### src/rtl/pipelined_carry_adder.sv
// pipelined_carry_adder: WIDTH-bit adder resolving CHUNK bits per registered stage, valid/ready on both sides.
// Define ADDER_OVF_EN to add the signed-overflow output ovf_o, aligned with sum_o.
module pipelined_carry_adder #(
  parameter int WIDTH = 32,
  parameter int CHUNK = 8
) (
  input  logic             clk,
  input  logic             rst,
  input  logic             in_valid_i,
  output logic             in_ready_o,
  input  logic [WIDTH-1:0] a_i,
  input  logic [WIDTH-1:0] b_i,
  input  logic             cin_i,
  output logic             out_valid_o,
  input  logic             out_ready_i,
  output logic [WIDTH-1:0] sum_o,
  output logic             cout_o
`ifdef ADDER_OVF_EN
  ,
  output logic             ovf_o
`endif
);

  localparam int STAGES = (WIDTH + CHUNK - 1) / CHUNK;
  localparam int LAST   = STAGES - 1;

  logic [STAGES-1:0]            valid_q, valid_d;
  logic [STAGES-1:0]            carry_q, carry_d;
  logic [STAGES-1:0][WIDTH-1:0] a_q, a_d;
  logic [STAGES-1:0][WIDTH-1:0] b_q, b_d;
  logic [STAGES-1:0][WIDTH-1:0] sum_q, sum_d;
  logic                         stall;
  logic                         unused_op_bits;

  // The whole pipe freezes while the head result waits for the consumer.
  assign stall      = valid_q[LAST] && !out_ready_i;
  assign in_ready_o = !stall;

  for (genvar k = 0; k < STAGES; k++) begin : g_stage
    localparam int LO = k * CHUNK;
    localparam int CW = ((WIDTH - LO) < CHUNK) ? (WIDTH - LO) : CHUNK;

    logic [WIDTH-1:0] a_in, b_in, s_in, s_nxt;
    logic             c_in, v_in;
    logic [CW:0]      part;

    if (k == 0) begin : g_head
      assign a_in = a_i;
      assign b_in = b_i;
      assign s_in = '0;
      assign c_in = cin_i;
      assign v_in = in_valid_i;
    end else begin : g_tail
      assign a_in = a_q[k-1];
      assign b_in = b_q[k-1];
      assign s_in = sum_q[k-1];
      assign c_in = carry_q[k-1];
      assign v_in = valid_q[k-1];
    end

    assign part = {1'b0, a_in[LO +: CW]} + {1'b0, b_in[LO +: CW]} + {{CW{1'b0}}, c_in};

    always_comb begin
      s_nxt            = s_in;
      s_nxt[LO +: CW]  = part[CW-1:0];
    end

    assign valid_d[k] = v_in;
    assign carry_d[k] = part[CW];
    assign sum_d[k]   = s_nxt;
    assign a_d[k]     = a_in;
    assign b_d[k]     = b_in;
  end

  always_ff @(posedge clk or posedge rst) begin
    if (rst) begin
      valid_q <= '0;
      carry_q <= '0;
      sum_q   <= '0;
      a_q     <= '0;
      b_q     <= '0;
    end else if (!stall) begin
      valid_q <= valid_d;
      carry_q <= carry_d;
      sum_q   <= sum_d;
      a_q     <= a_d;
      b_q     <= b_d;
    end
  end

  assign out_valid_o = valid_q[LAST];
  assign sum_o       = sum_q[LAST];
  assign cout_o      = carry_q[LAST];

  // Already-consumed low operand chunks ride along but are never needed again.
  assign unused_op_bits = ^{a_q, b_q};

`ifdef ADDER_OVF_EN
  assign ovf_o = (a_q[LAST][WIDTH-1] == b_q[LAST][WIDTH-1]) &&
                 (sum_q[LAST][WIDTH-1] != a_q[LAST][WIDTH-1]);
`endif

endmodule

### config.mk
export PLATFORM = sky130hd
export DESIGN_NAME = pipelined_carry_adder
export DESIGN_NICKNAME = d
export VERILOG_FILES = /design/src/rtl/pipelined_carry_adder.sv
export SDC_FILE = /design/constraint.sdc
export NUM_CORES = 1
export LEC_CHECK = 0
export CAP_MARGIN = 15
export CORE_MARGIN = 2
export CORE_UTILIZATION = 50
export CTS_BUF_LIST = sky130_fd_sc_hd__clkbuf_4
export DETAILED_ROUTE_END_ITERATION = 8
export HOLD_SLACK_MARGIN = 0.03
export PLACE_DENSITY_LB_ADDON = 0.3
export SYNTH_ARGS = -nofsm -noshare
export SYNTH_HDL_FRONTEND = slang
export SYNTH_SLANG_ARGS = --single-unit
### constraint.sdc
create_clock -name clk -period 6.4 [get_ports clk]
set_input_delay 0.96 -clock clk [delete_from_list [all_inputs] [get_ports clk]]
set_output_delay 0.96 -clock clk [all_outputs]
set_load 0.1 [all_outputs]
==> impl_metrics.tcl, run 1 <==
# collected from the flow reports
set metrics [dict create \
    hp-class "register to register" \
    clockNetworkAreaShare_pct 2.67 \
    tritoncts_num_sinks 184 \
    num-multi-input-gates 657 \
    initial_antenna_violation_count 1 \
    count_of_clock_buffers_in_the_final_design 19 \
    timing.reg2reg.setup_slack_ns 3.54 \
    place_inst 1176 \
    rows 46 \
    floorplan.tapcells 216 \
    cts_htree_levels 4 \
    worstSetupEndpointType "output port" \
    route.antenna.remaining_nets 0 \
    placeable_area_mm2 0.0158 \
    floorplan.initialDensity_pct 50.8 \
    design_area_mm2 0.00946 \
    residual_overflow_from_global_routing 0 \
    m1WireLength_um 7290 \
    drt-initial-drc-count 368 \
    largest_cell_class_by_area "sequential cells" \
    clkSlewWorstSetupHoldPaths_ns 0.15 \
    util_after_layout_pct 59.7 \
    area_share_nonclk_buffers_pct 11.2 \
    drt_wl_total_um 14600 \
    run_status "completed" \
    yosysCellCount 894 \
    max_slew.worst_pin.slew_ns 1.06 \
    layout_top_cells_excl_fill_tap "sky130_fd_sc_hd__nand2_1, sky130_fd_sc_hd__dfrtp_1, sky130_fd_sc_hd__clkdlybuf4s50_1" \
    worstPathRequired_ns 5.44 \
    critical_path.reg2reg.startpoint "valid_q[3]" \
    layout.nets 1084 \
    grt_pass1_wl_um 24800 \
    seq_cells 184 \
    chip_area_mm2 0.0171 \
    slew_violations 0 \
    maximum_number_of_pins_on_one_net_before_global_route_repair 123 \
    synthCells 894 \
    timing.critical_path.arrival_ns 3.25 \
    route.detailed.vias_per_inst 4.82 \
    tool_warnings 30 \
    yosys_register_bits 184 \
    timing.critical_path.from_type "primary input" \
    gr-max-usage-layer "met2" \
    max_freq_mhz 238 \
    synth_chip_area_mm2 0.00804 \
    share_of_async_settable_or_async_resettable_flops_after_synthesis_pct 100 \
    nFillCells 1407 \
    setup.worst_path.start "out_ready_i" \
    final_critical_path_setup_slack_ns 2.19 \
    netlist.top_cell.by_area "sky130_fd_sc_hd__dfrtp_1" \
    inv_count 12 \
    cts.hold.buffers_added 0 \
    router_iterations_before_antenna_repair 4 \
    holdPathStages 2 \
    setup_repair_after_global_routing_missed_its_margin "no" \
    areaGrowthSynthToFinish_pct 17.6 \
    gp_routability_congestion 0.813 \
    max-vdd-ir-drop_uv 396 \
    first_global_vias 5520 \
    vias 5825 \
    rr_endpoint "sum_o[31]" \
    holdWs_ns 0.477 \
    syn_area_per_cell_um2 9.00 \
    worst_setup_endpoint "in_ready_o" \
    max-slew-margin-rel_pct 29.4 \
    met1_usage_pct 25.6 \
    floorplan.nets 999 \
    timing.critical_path.fanout_max 93 \
    synth.top_cells.by_area "sky130_fd_sc_hd__dfrtp_1, sky130_fd_sc_hd__nand2_1, sky130_fd_sc_hd__ha_1" \
    clk-insertion-delay-late_ns 0.55 \
    hold_path.startpoint "g_stage[1].a_in[28]" \
    layout.cells.most_common "sky130_fd_sc_hd__nand2_1" \
    comb_area_mm2 0.00321 \
    totalPowerFinal_mw 5.04 \
    postCtsResizedCells 0 \
    post_cts_buffers 0 \
    worst_hold_path.endpoint "g_stage[2].a_in[28]" \
    tritoncts.num_buffers 17 \
    detailroute.wirelength.met3_um 505 \
    synth.top_cells.by_count "sky130_fd_sc_hd__nand2_1, sky130_fd_sc_hd__dfrtp_1, sky130_fd_sc_hd__buf_2" \
    synth.cell_area_mm2 0.00804 \
    cts-root-to-sink-buffers 2 \
    met2WireLength_um 6670 \
    yosys.area.top_type_share_pct 57.2 \
    detail_route.drc_violations 0 \
    die_width_um 131 \
    n_all_buffers 107 \
    final.setup.tns_ns 0 \
    area_of_placed_instances_mm2 0.00920 \
    sequential_area_mm2 0.00460 \
    r2r_cells 6 \
    most_common_cell "sky130_fd_sc_hd__nand2_1" \
    leakage_nw 4.77 \
    ratio_of_cells_with_drive_above_1_in_the_final_layout_pct 3.63 \
    finalNonFillerCells 1208 \
    seq_area_share_pct 48.7 \
    comb_area_share_pct 33.9 \
    number_of_antenna_cells_inserted 1 \
    setup.worst_path.class "primary input to output port" \
    timing.max_cap.violations 0 \
    ratio_of_final_minimum_period_to_clock_period_pct 65.8 \
    setup_viol 0 \
    yosysSeqAreaShare_pct 57.2 \
    die_height_um 131 \
    highest-signal-layer "met4" \
]
## run 1: where the power goes
group / switching, mW / leakage, nW / internal, mW
combinational: 1.71 / 2.41 / 0.790
sequential: 0.280 / 2.22 / 1.66
clock: 0.361 / 0.140 / 0.231
## run 1: cells by family after synthesis
kind of cell / after synthesis / share of synthesized area [%]
flops: 184 / 57.2
xor+xnor: 16 / 1.74
fa+ha+maj: 36 / 6.35
simple gates: 518 / 24.8
compound gates: 87 / 6.89
buf+inv: 53 / 2.97
## run 1: critical path: stages
cell,delay (ns)
sky130_fd_sc_hd__clkdlybuf4s50_1,0.51
sky130_fd_sc_hd__nor2b_4,0.06
sky130_fd_sc_hd__inv_6,0.44
sky130_fd_sc_hd__clkdlybuf4s50_1,1.25
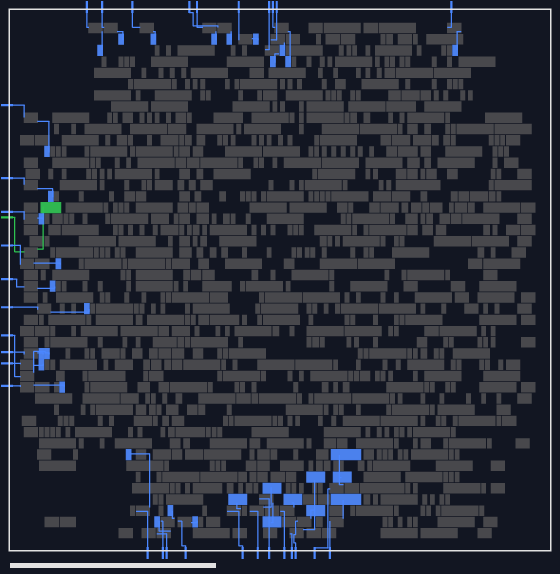
*Port wiring, run 1*
Scale bar: 50 um.
port	color	bits	direction	edge	end cells	buffers	wire
b_i	blue	32	input	12 south, 10 west, 10 north	33	32	404 um
out_ready_i	green	1	input	west	1	1	22.9 um
count of buffers from port buffering: 103
number of top-level pins: 104

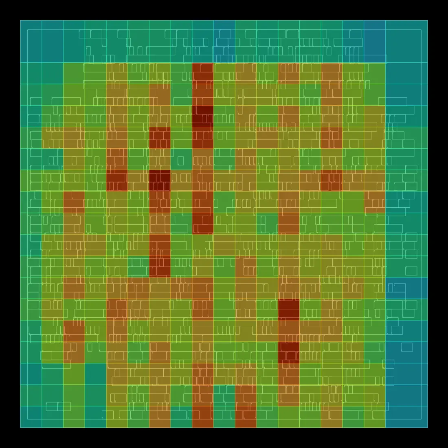
*Routing congestion, run 1*
fraction of met2 tracks used by global routing: 29.1%
routed wirelength normalized by instance count: 12.1 um
GRT Overall Usage: 18.4%
GR Util met3: 4.44%

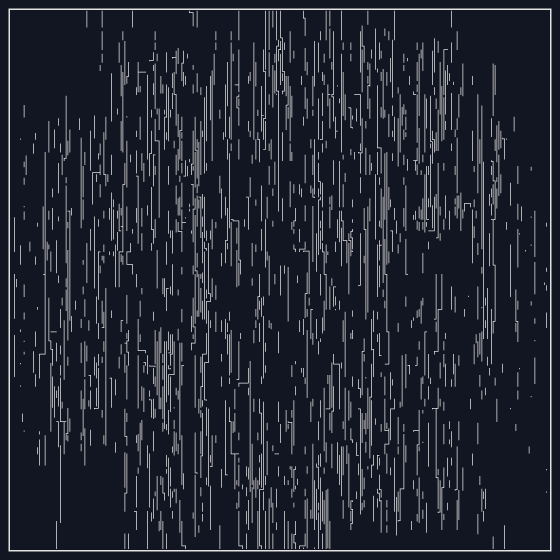
*Met2 routing, run 1*
main direction	vertical
longest straight run	49.0 um
nets with wire on the layer	793

==> inputs of run 2 (changes only) <==
==> constraint.sdc (replaced) <==
create_clock -name clk -period 4.35 [get_ports clk]
set_input_delay 0.6525 -clock clk [delete_from_list [all_inputs] [get_ports clk]]
set_output_delay 0.6525 -clock clk [all_outputs]
set_load 0.1 [all_outputs]
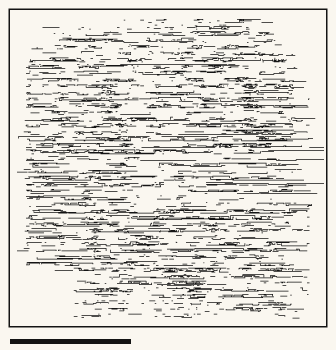
*M1 wires, run 2*
Scale bar: 50 um.
nets with wire on the layer	960
wire length on this layer	7,370 um
share of all routed wire	50%
longest straight run	44.2 um
main direction	horizontal

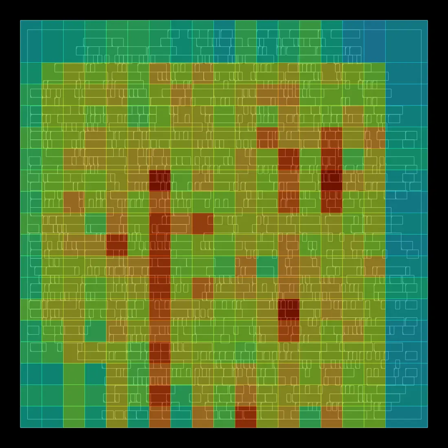
*Routing congestion, run 2*
routed wirelength normalized by instance count: 12.1 um
Util after Layout: 60.0%
most utilized layer in the global route result: met1
GR Util met3: 3.95%
fraction of met2 tracks used by global routing: 27.0%

==> impl_metrics.tcl, run 2 <==
# collected from the flow reports
set metrics [dict create \
    run_status "completed" \
    track_usage_pct 18.6 \
    maximum_number_of_pins_on_one_net_before_global_route_repair 190 \
    finalNonFillerCells 1210 \
    yosysCellCount 894 \
    residual_overflow_from_global_routing 0 \
    hold_path.startpoint "sum_o[3]" \
    areaGrowthSynthToFinish_pct 18.0 \
    most_common_cell "sky130_fd_sc_hd__nand2_1" \
    place_inst 1177 \
    ratio_of_cells_with_drive_above_1_in_the_final_layout_pct 4.13 \
    number_of_top_level_pins 104 \
    num-multi-input-gates 657 \
    number_of_antenna_cells_inserted 1 \
    clk-insertion-delay-late_ns 0.56 \
    comb_area_share_pct 33.8 \
    met1_usage_pct 28.0 \
    synth_chip_area_mm2 0.00804 \
    timing.critical_path.from_type "register" \
    floorplan.nets 999 \
    tritoncts_num_sinks 184 \
    aoi_share_pct 6.89 \
    cts.hold.buffers_added 0 \
    die_height_um 131 \
    synth.cell_area_mm2 0.00804 \
    syn_area_per_cell_um2 9.00 \
    cts-root-to-sink-buffers 2 \
    placeable_area_mm2 0.0158 \
    design_area_mm2 0.00949 \
    setup.worst_path.class "register to output port" \
    nFillCells 1444 \
    clockNetworkAreaShare_pct 2.78 \
    area_of_placed_instances_mm2 0.00923 \
    timing.critical_path.arrival_ns 2.15 \
    max_freq_mhz 357 \
    netlist.top_cell.by_area "sky130_fd_sc_hd__dfrtp_1" \
    layout.cells.most_common "sky130_fd_sc_hd__nand2_1" \
    largest_cell_class_by_area "sequential cells" \
    max-vdd-ir-drop_uv 685 \
    setup_viol 0 \
    floorplan.initialDensity_pct 50.8 \
    synth-xor-area-share_pct 1.74 \
    max-slew-margin-rel_pct 30.2 \
    tritoncts.num_buffers 17 \
    yosysSeqAreaShare_pct 57.2 \
    crit_buf_inv 1 \
    share_of_async_settable_or_async_resettable_flops_after_synthesis_pct 100 \
    totalPowerFinal_mw 7.45 \
    cp_top_family "buffers and inverters" \
    post_synth_and_or_nand_nor_area_fraction_pct 24.8 \
    layout_top_cells_excl_fill_tap "sky130_fd_sc_hd__nand2_1, sky130_fd_sc_hd__dfrtp_1, sky130_fd_sc_hd__clkdlybuf4s50_1" \
    worstPathRequired_ns 3.70 \
    router_iterations_before_antenna_repair 4 \
    ratio_of_final_minimum_period_to_clock_period_pct 64.4 \
    post_cts_buffers 0 \
    holdWs_ns 0.479 \
    initial_antenna_violation_count 1 \
    seq_cells 184 \
    tool_warnings 30 \
    timing.critical_path.slowest_cell_delay_ns 1.16 \
    clkSlewWorstSetupHoldPaths_ns 0.13 \
    leakage_nw 4.78 \
    critical_path.reg2reg.startpoint "carry_q[2]" \
    route.detailed.vias_per_inst 4.86 \
    final_critical_path_setup_slack_ns 1.55 \
]
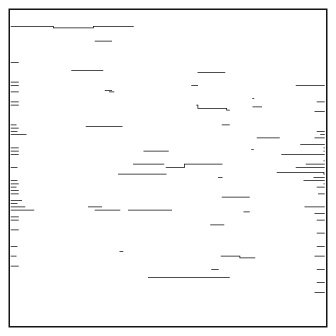
*Met3 routing, run 2*
longest straight run	33.6 um
share of all routed wire	3.8%
wire length on this layer	555 um
Total Routed Length: 14,600 um
number of vias after detailed routing: 5,885

## run 2: path summary, 6_finish.rpt
check / endpoint / slack (ns) / cells past startpoint
setup / recovery: sum_o[22] / 1.55 / 1
hold / removal: sum_o[3] / 0.48 / 2
setup reg to reg: sum_o[30] / 1.98 / 8
hold reg to reg: sum_o[3] / 0.48 / 2
max in group asynchronous: sum_o[19] / 2.91 / 3
min in group asynchronous: g_stage[1].a_in[8] / 0.70 / 3
## run 2: metal layers
layer  share of wire (%)  up-vias  wire, um
li1                    -     3014         -
met3                 3.8       16       554
met4                 1.4        0       198
met5                   0        -         0
met1                  50     2751      7370
met2                  44      104      6510
## run 2: report_power, final
part           switching, mW  total [mW]  internal [mW]
clock network          0.560       0.891          0.331
logic                   2.52        3.69           1.17
registers              0.412        2.86           2.45
==> inputs of run 3 (changes only) <==
==> constraint.sdc (replaced) <==
create_clock -name clk -period 2.84 [get_ports clk]
set_input_delay 0.426 -clock clk [delete_from_list [all_inputs] [get_ports clk]]
set_output_delay 0.426 -clock clk [all_outputs]
set_load 0.1 [all_outputs]
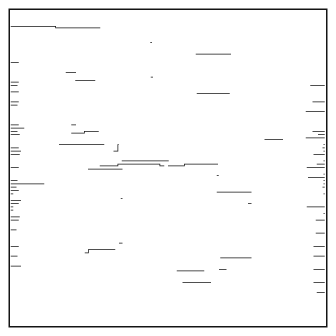
*Met3 routing, run 3*
longest straight run	19.1 um
wire length on this layer	457 um
nets with wire on the layer	66
share of all routed wire	3.1%
main direction	horizontal

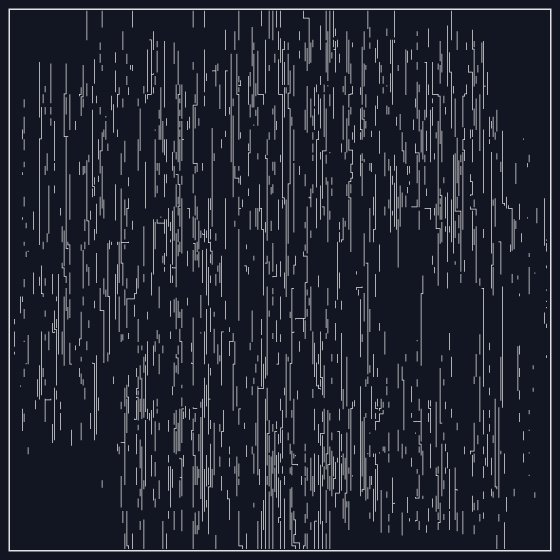
*Met2 routing, run 3*
Total Routed Length: 14,500 um
fraction of met2 tracks used by global routing: 27.8%
number of vias after detailed routing: 5,851

==> impl_metrics.tcl, run 3 <==
# collected from the flow reports
set metrics [dict create \
    route.detailed.vias_per_inst 4.82 \
    gp_routability_congestion 0.827 \
    chip_area_mm2 0.0171 \
    netlist_logic_family_top "simple AND/OR/NAND/NOR gates" \
    setup.worst_path.class "register to register" \
    placeable_area_mm2 0.0158 \
    powerSeq_mw 4.37 \
    synth.cell_area_mm2 0.00804 \
    synthCells 894 \
    finalNonFillerCells 1215 \
    tritoncts_num_sinks 184 \
    crit_path_top_delay_cell "sky130_fd_sc_hd__fa_1" \
    crit_path_cell_trace "fa_1 -> inv_1 -> fa_1 -> nor2b_4 -> o31a_1 -> o31a_1 -> a211oi_1 -> a21o_1" \
    first_global_vias 5365 \
    route.detailed.wl_per_inst_um 12.0 \
    layout.nets 1090 \
    floorplan.nets 999 \
    critical_path.reg2reg.startpoint "carry_q[2]" \
    maximum_number_of_pins_on_one_net_before_global_route_repair 88 \
    max-slew-margin-rel_pct 50.6 \
    m1WireLength_um 7580 \
    internal_power_mw 6.13 \
    aoi_share_pct 6.89 \
    setup_repair_after_global_routing_missed_its_margin "no" \
    leakage_nw 4.89 \
    floorplan.initialDensity_pct 50.8 \
    design_area_mm2 0.00954 \
    tritoncts.num_buffers 17 \
    met2WireLength_um 6280 \
    postCtsResizedCells 0 \
    mux_share_pct 0 \
    initial_antenna_violation_count 1 \
    most_common_cell "sky130_fd_sc_hd__nand2_1" \
    nFillCells 1433 \
    comb_area_mm2 0.00321 \
    setup.worst_path.start "carry_q[2]" \
    timing.max_cap.violations 0 \
    timing.reg2reg.setup_slack_ns 0.55 \
    area_of_placed_instances_mm2 0.00923 \
    netSwitchingFraction_pct 46.6 \
    max-vdd-ir-drop_uv 988 \
    detail_route.drc_violations 0 \
    synth-xor-area-share_pct 1.74 \
    share_clk_of_total_power_pct 13.5 \
    die_height_um 131 \
    residual_overflow_from_global_routing 0 \
    highest-signal-layer "met4" \
    worst_setup_endpoint "sum_o[30]" \
    met1_usage_pct 26.2 \
    final_critical_path_setup_slack_ns 0.553 \
    run_status "completed" \
    post_synth_and_or_nand_nor_area_fraction_pct 24.8 \
    ratio_of_final_minimum_period_to_clock_period_pct 80.5 \
    die_width_um 131 \
    yosys_register_bits 184 \
    route.antenna.remaining_nets 0 \
    layout_top_cells_excl_fill_tap "sky130_fd_sc_hd__nand2_1, sky130_fd_sc_hd__dfrtp_1, sky130_fd_sc_hd__clkdlybuf4s50_1" \
    post_cts_buffers 0 \
    holdWs_ns 0.355 \
    clk-insertion-delay-late_ns 0.57 \
    r2r_cells 8 \
    final.setup.tns_ns 0 \
    share_of_async_settable_or_async_resettable_flops_after_synthesis_pct 100 \
    syn_area_per_cell_um2 9.00 \
    netlist.top_cell.by_area "sky130_fd_sc_hd__dfrtp_1" \
    switch_pwr_mw 5.35 \
    slew_violations 0 \
    yosys.area_share.adder_pct 6.35 \
    max_freq_mhz 437 \
    drt-initial-drc-count 325 \
    detailroute.wirelength.met3_um 456 \
    cts-root-to-sink-buffers 2 \
    yosys.area.top_type_share_pct 57.2 \
    rr_endpoint "sum_o[30]" \
    largestPowerGroup "combinational logic" \
    cts_htree_levels 4 \
    hp-class "primary input to asynchronous set/reset pin" \
    clock_distribution_power_mw 1.55 \
    layout.cells.most_common "sky130_fd_sc_hd__nand2_1" \
    areaGrowthSynthToFinish_pct 18.6 \
    worstPathRequired_ns 3.35 \
    logic_gate_share_of_total_power_pct 48.5 \
    cts.hold.buffers_added 0 \
    timing.critical_path.fanout_max 3 \
    router_iterations_before_antenna_repair 4 \
    synth_chip_area_mm2 0.00804 \
    max_slew.worst_pin.slew_ns 0.740 \
    sequentialPowerShare_pct 38.0 \
    setup_viol 0 \
    totalPowerFinal_mw 11.5 \
    timing.critical_path.from_type "register" \
    comb_cell_power_mw 5.57 \
    clkSlewWorstSetupHoldPaths_ns 0.14 \
    yosysCellCount 894 \
]
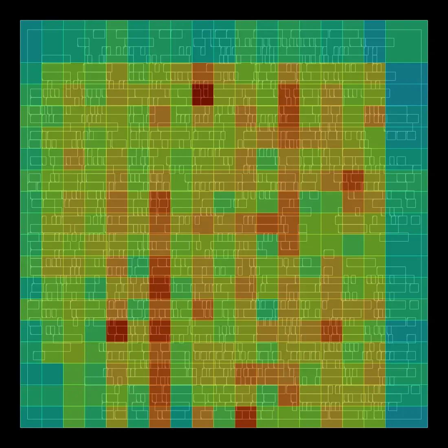
*Routing congestion, run 3*
Util after Layout: 60.3%
GRT Overall Usage: 18.3%
GR Util met3: 3.91%
most utilized layer in the global route result: met2

==> run 3: cell count changes in the layout (fill, tap and decap cells not counted), sizes merged <==
cell	before	now
clkinvlp	4	2
clkinv	10	4
inv	11	16
buf	6	45
clkdlybuf4s50	102	68
bufinv	2	3
clkbuf	17	19
==> run 3: final cells by class <==
class / instances / share of cell area (%)
Tap cell: 216 / 2.83
Clock buffer: 19 / 1.49
Inverter: 12 / 0.564
Multi-Input combinational cell: 657 / 33.6
Antenna cell: 1 / 0.0262
Timing Repair Buffer: 113 / 11.5
Clock inverter: 13 / 1.76
Sequential cell: 184 / 48.2
==> run 3: critical path: cells and delay by family (launching register included) <==
kind / cells / cell delay [ns]
buf+inv: 1 / 0.10
compound gates: 4 / 0.89
simple gates: 1 / 0.05
flops: 1 / 0.43
fa+ha+maj: 2 / 0.76
No activity file was given, so power comes from the tool's default toggle rates.
